**Clock wires, drivers and flops**

The bar under the picture is 50 um long.
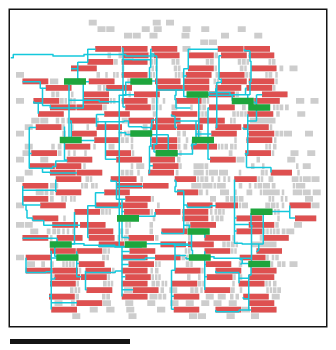
**Placed standard cells**

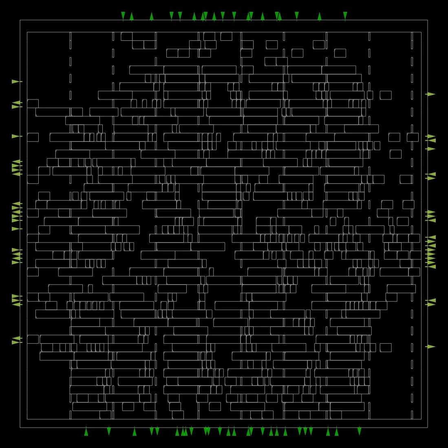
**Signal wires by layer**

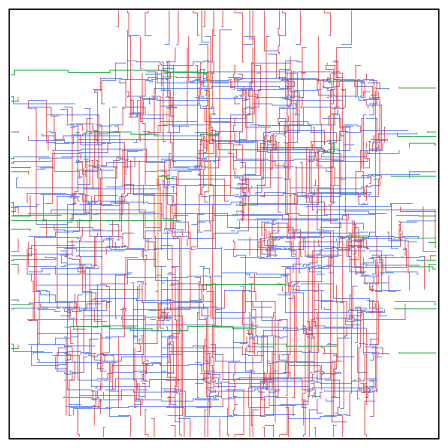
**Zoomed window**

Window x 46 to 86, y 20 to 60 um. Cells in gray, sequential cells in the stronger gray; small squares are vias.
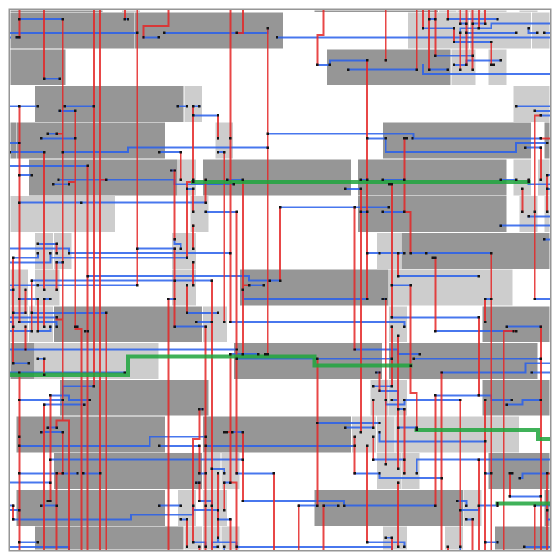
<file path="src/rtl/shift_request_queue.sv">
// rtl/shift_request_queue.sv - FIFO of shift requests feeding the combinational shifter
// Head entry drives the shifter directly and reads as zero (LSL 0 by 0) when empty.
module shift_request_queue #(
  parameter int W     = 32,
  parameter int DEPTH = 4
) (
  input  logic                       clk,
  input  logic                       reset_n,
  input  logic                       flush,
  input  logic                       wr_valid,
  output logic                       wr_ready,
  input  logic [W-1:0]               wr_data,
  input  logic [4:0]                 wr_shamt,
  input  logic [1:0]                 wr_control,
  output logic                       rd_valid,
  input  logic                       rd_ready,
  output logic [W-1:0]               rd_data,
  output logic [4:0]                 rd_shamt,
  output logic [1:0]                 rd_control,
  output logic [$clog2(DEPTH):0]     level
);

  localparam int AW = $clog2(DEPTH);
  localparam int LW = AW + 1;

  logic [W-1:0]  data_q  [DEPTH];
  logic [4:0]    shamt_q [DEPTH];
  logic [1:0]    ctl_q   [DEPTH];

  logic [AW-1:0] wr_ptr_q, wr_ptr_d;
  logic [AW-1:0] rd_ptr_q, rd_ptr_d;
  logic [LW-1:0] level_q, level_d;

  logic full, empty, push, pop;

  // Handshake flags come only from registered occupancy, never from wr_valid/rd_ready.
  assign full     = (level_q == LW'(DEPTH));
  assign empty    = (level_q == '0);
  assign wr_ready = !full;
  assign rd_valid = !empty;
  assign push     = wr_valid && wr_ready;
  assign pop      = rd_valid && rd_ready;
  assign level    = level_q;

  assign rd_data    = empty ? '0 : data_q[rd_ptr_q];
  assign rd_shamt   = empty ? '0 : shamt_q[rd_ptr_q];
  assign rd_control = empty ? '0 : ctl_q[rd_ptr_q];

  always_comb begin
    wr_ptr_d = wr_ptr_q;
    rd_ptr_d = rd_ptr_q;
    level_d  = level_q;
    if (flush) begin
      wr_ptr_d = '0;
      rd_ptr_d = '0;
      level_d  = '0;
    end else begin
      if (push) wr_ptr_d = wr_ptr_q + AW'(1);
      if (pop)  rd_ptr_d = rd_ptr_q + AW'(1);
      case ({push, pop})
        2'b10:   level_d = level_q + LW'(1);
        2'b01:   level_d = level_q - LW'(1);
        default: level_d = level_q;
      endcase
    end
  end

  always_ff @(posedge clk or negedge reset_n) begin
    if (!reset_n) begin
      wr_ptr_q <= '0;
      rd_ptr_q <= '0;
      level_q  <= '0;
    end else begin
      wr_ptr_q <= wr_ptr_d;
      rd_ptr_q <= rd_ptr_d;
      level_q  <= level_d;
    end
  end

  // Storage is deliberately left unreset; empty-forcing hides stale contents.
  always_ff @(posedge clk) begin
    if (push && !flush) begin
      data_q[wr_ptr_q]  <= wr_data;
      shamt_q[wr_ptr_q] <= wr_shamt;
      ctl_q[wr_ptr_q]   <= wr_control;
    end
  end

endmodule

</file>
<file path="config.mk">
export PLATFORM = sky130hd
export DESIGN_NAME = shift_request_queue
export DESIGN_NICKNAME = d
export VERILOG_FILES = /design/src/rtl/shift_request_queue.sv
export SDC_FILE = /design/constraint.sdc
export NUM_CORES = 1
export LEC_CHECK = 0
export ABC_AREA = 1
export ABC_CLOCK_PERIOD_IN_PS = 7400
export CAP_MARGIN = 10
export CORE_MARGIN = 2
export CORE_UTILIZATION = 40
export DETAILED_ROUTE_END_ITERATION = 8
export GPL_ROUTABILITY_DRIVEN = 0
export MAX_ROUTING_LAYER = met4
export SYNTH_ARGS = -nofsm -noshare
export SYNTH_HDL_FRONTEND = slang
export SYNTH_SLANG_ARGS = --single-unit
</file>
<file path="constraint.sdc">
create_clock -name clk -period 7.4 [get_ports clk]
set_clock_uncertainty 0.15 [all_clocks]
set_input_delay 2.22 -clock clk [delete_from_list [all_inputs] [get_ports clk]]
set_output_delay 2.22 -clock clk [all_outputs]
set_load 0.1 [all_outputs]
</file>
==> run summary <==
Outcome = completed
Nets = 656
Seq pwr share = 31.4%
Clock Sink Count = 163
Worst r2r path cells = 5
Mapped Avg Cell Area = 12.44 sq um
Max Cap Viol = 0
Cell area leaders = edfxtp_1 72%, nor2_1 9.3%, o21ai_0 4.6%
Final setup viols = 0
Maximum VDD drop = 0.2586 mV
Max-area cell share = 71.74%
Post-DP HPWL = 7.744 mm
Number of I/O port buffers = 87
Pre-antenna DRT Iters = 5
Ports = 88
Hold Crit Endpoint = level[1]
Post-synth ARST share = 4.294%
Top cells excl fill/tap = 158 x nor2_1, 156 x edfxtp_1, 87 x clkdlybuf4s50_1
Post-route ant nets = 0
Cells along the critical path = inv_4 > o21ai_0 > a21oi_1 > clkdlybuf4s50_1
Die Span X = 131.8 um
CTS Buffer Depth = 2
Logic pwr share = 46.2%
Reg2reg end = ctl_q[3][1]
CP Data Arrival Time = 3560 ps
Vias/cell = 4.894
Worst setup margin = 1468 ps
Leakage = 2.767 nW
Worst Tran Pin Value = 988.9 ps
Final period utilization = 80.17%
Initial antenna violation count = 1
Worst path max stage delay = 1170 ps
Internal Pwr Total = 0.001898 W
CP Depth = 4
Fraction of layout cells with a size suffix above 1 = 7.143%
Critical path capture point type = output pin
Final Cell Area = 0.008104 sq mm
Cells after Synth = 525
Min-Delay Path Class = register to register
Largest regs = data_q: 128 flops, shamt_q: 20 flops, ctl_q: 8 flops
#FFs+latches synth = 163
Ys flop type = edfxtp_1
CTS H-Tree Depth = 4
Row Count = 46
F_max = 0.1686 GHz
XOR Share, Synth = 0.1341%
Setup TNS Final = 0 ps
Yosys Warn Count = 0
Iteration-0 DRC Markers = 343
Largest net degree at the start of global routing = 80
Hold Buf Count CTS = 0
Power Sequential = 0.00112 W
Register area share after synthesis = 74.42%
# DRC = 0
Syn nets = 574
Clock slew at reported path FFs = 60 ps
Top Consumer = combinational cells
Pwr per Cell Area = 439.7 mW/mm^2
Worst setup path endpoint = rd_data[6]
Post-synth EDFFs = 156
WHS Path Cells = 2
Slowest-stage cell, CP = clkdlybuf4s50_1
Cell total in the yosys stat output = 525
Final hold viol count = 0
Max FO, Critical Path = 79
Inserted Clock Buffers = 17
CTS tree = yes
Yosys top cell by area = edfxtp_1
Most flop-heavy register = data_q
Gr ovfl total = 0
Distinct cell type count after synthesis = 25
Multiplexer share = 0%
Slew HR = 33.87%
Die ar. = 0.01736 sq mm
Adder share = 1.073%
Synth logic family = simple AND/OR/NAND/NOR gates
Req. time, crit path = 5030 ps
Fillers = 1369
Layout area overhead = 24.10%
RSZ-0062 raised after global routing = no
Worst hold margin = 508.6 ps
Cell Area, Synth = 0.006530 sq mm
CP top delay family = buffers and inverters
Postcts setup bufs = 0
Critical path class = register to output pin
Commonest Layout Cell = nor2_1
Max reg flops = 128
Sw frac = 46.73%
First-pass GRT wire length = 21.28 mm
Core Util, Final = 50.83%
CP Launch Point = rd_ptr_q[0]
R2r startpoint = level[0]
Count leader, synth = nor2_1
R2R Setup Slk = 4780 ps
Startpoint types = register
Die Y-Extent = 131.8 um
Inst Count DP = 804
OpenROAD warnings = 29
Switching pwr = 0.001665 W
Aoi share = 9.485%
Period minus WS final = 5932 ps
Simple share = 11.27%
Fp util = 40.96%
Tot Pwr = 0.003563 W
Number of global-route vias before repair = 3969
-- 'clock wires, drivers and flops' (at the start) --
[clock wires] cyan | length: 1720 um
[cells driving clock nets] green | count: 17
[flip-flops] red | count: 163
routed clock nets: 18
Clock Power Share: 22.4%
Clk Latency, worst-skew pair: 420 ps
clock-net power: 0.000798 W

-- 'placed standard cells' (at the start) --
non-filler cells, final: 833
Core Area: 0.01594 sq mm
Tap Count: 216
fraction of area in registers: 60.00%

-- 'signal wires by layer' (at the start) --
| layer | color | wire length |
|---|---|---|
| met2 | red | 6880 um |
| met4 | orange | 139 um |
| met3 | green | 646 um |
| met1 | blue | 6170 um |
Post-Route WL: 13.84 mm
via total after detailed routing: 4077
drt wl/cell: 16.61 um
gr usage total: 16.71%

-- 'zoomed window' (at the start) --
| layer | color |
|---|---|
| met3 | green |
| met2 | red |
| met1 | blue |
cells with their middle in the window: 66
most frequent: nor2_1 (22), edfxtp_1 (21), o21ai_0 (5)
netlist names of flops here include: data_q (14), ctl_q (4), shamt_q (3)
sequential cells in the window: 22

==> layer usage <==
metal  up-vias  track usage [%]  part of all wire, %  wire length, um
li1       2008                -                    -                -
met1      1964            20.68                   45             6172
met2        91            27.05                   50             6877
met3        14            4.960                  4.7              645
met4         0            4.348                  1.0              138
met5         -                -                    0                0
==> layout make-up <==
| type | instances | area (sq um) | area share [%] |
|---|---|---|---|
| Timing Repair Buffer | 93 | 915.9 | 11.30 |
| Sequential cell | 163 | 4862 | 60.00 |
| Clock inverter | 8 | 90.09 | 1.112 |
| Inverter | 16 | 62.56 | 0.7720 |
| Multi-Input combinational cell | 316 | 1464 | 18.06 |
| Antenna cell | 1 | 2.502 | 0.03088 |
| Tap cell | 216 | 270.3 | 3.335 |
| Clock buffer | 20 | 436.7 | 5.388 |
Power and IR drop assume default switching activity.
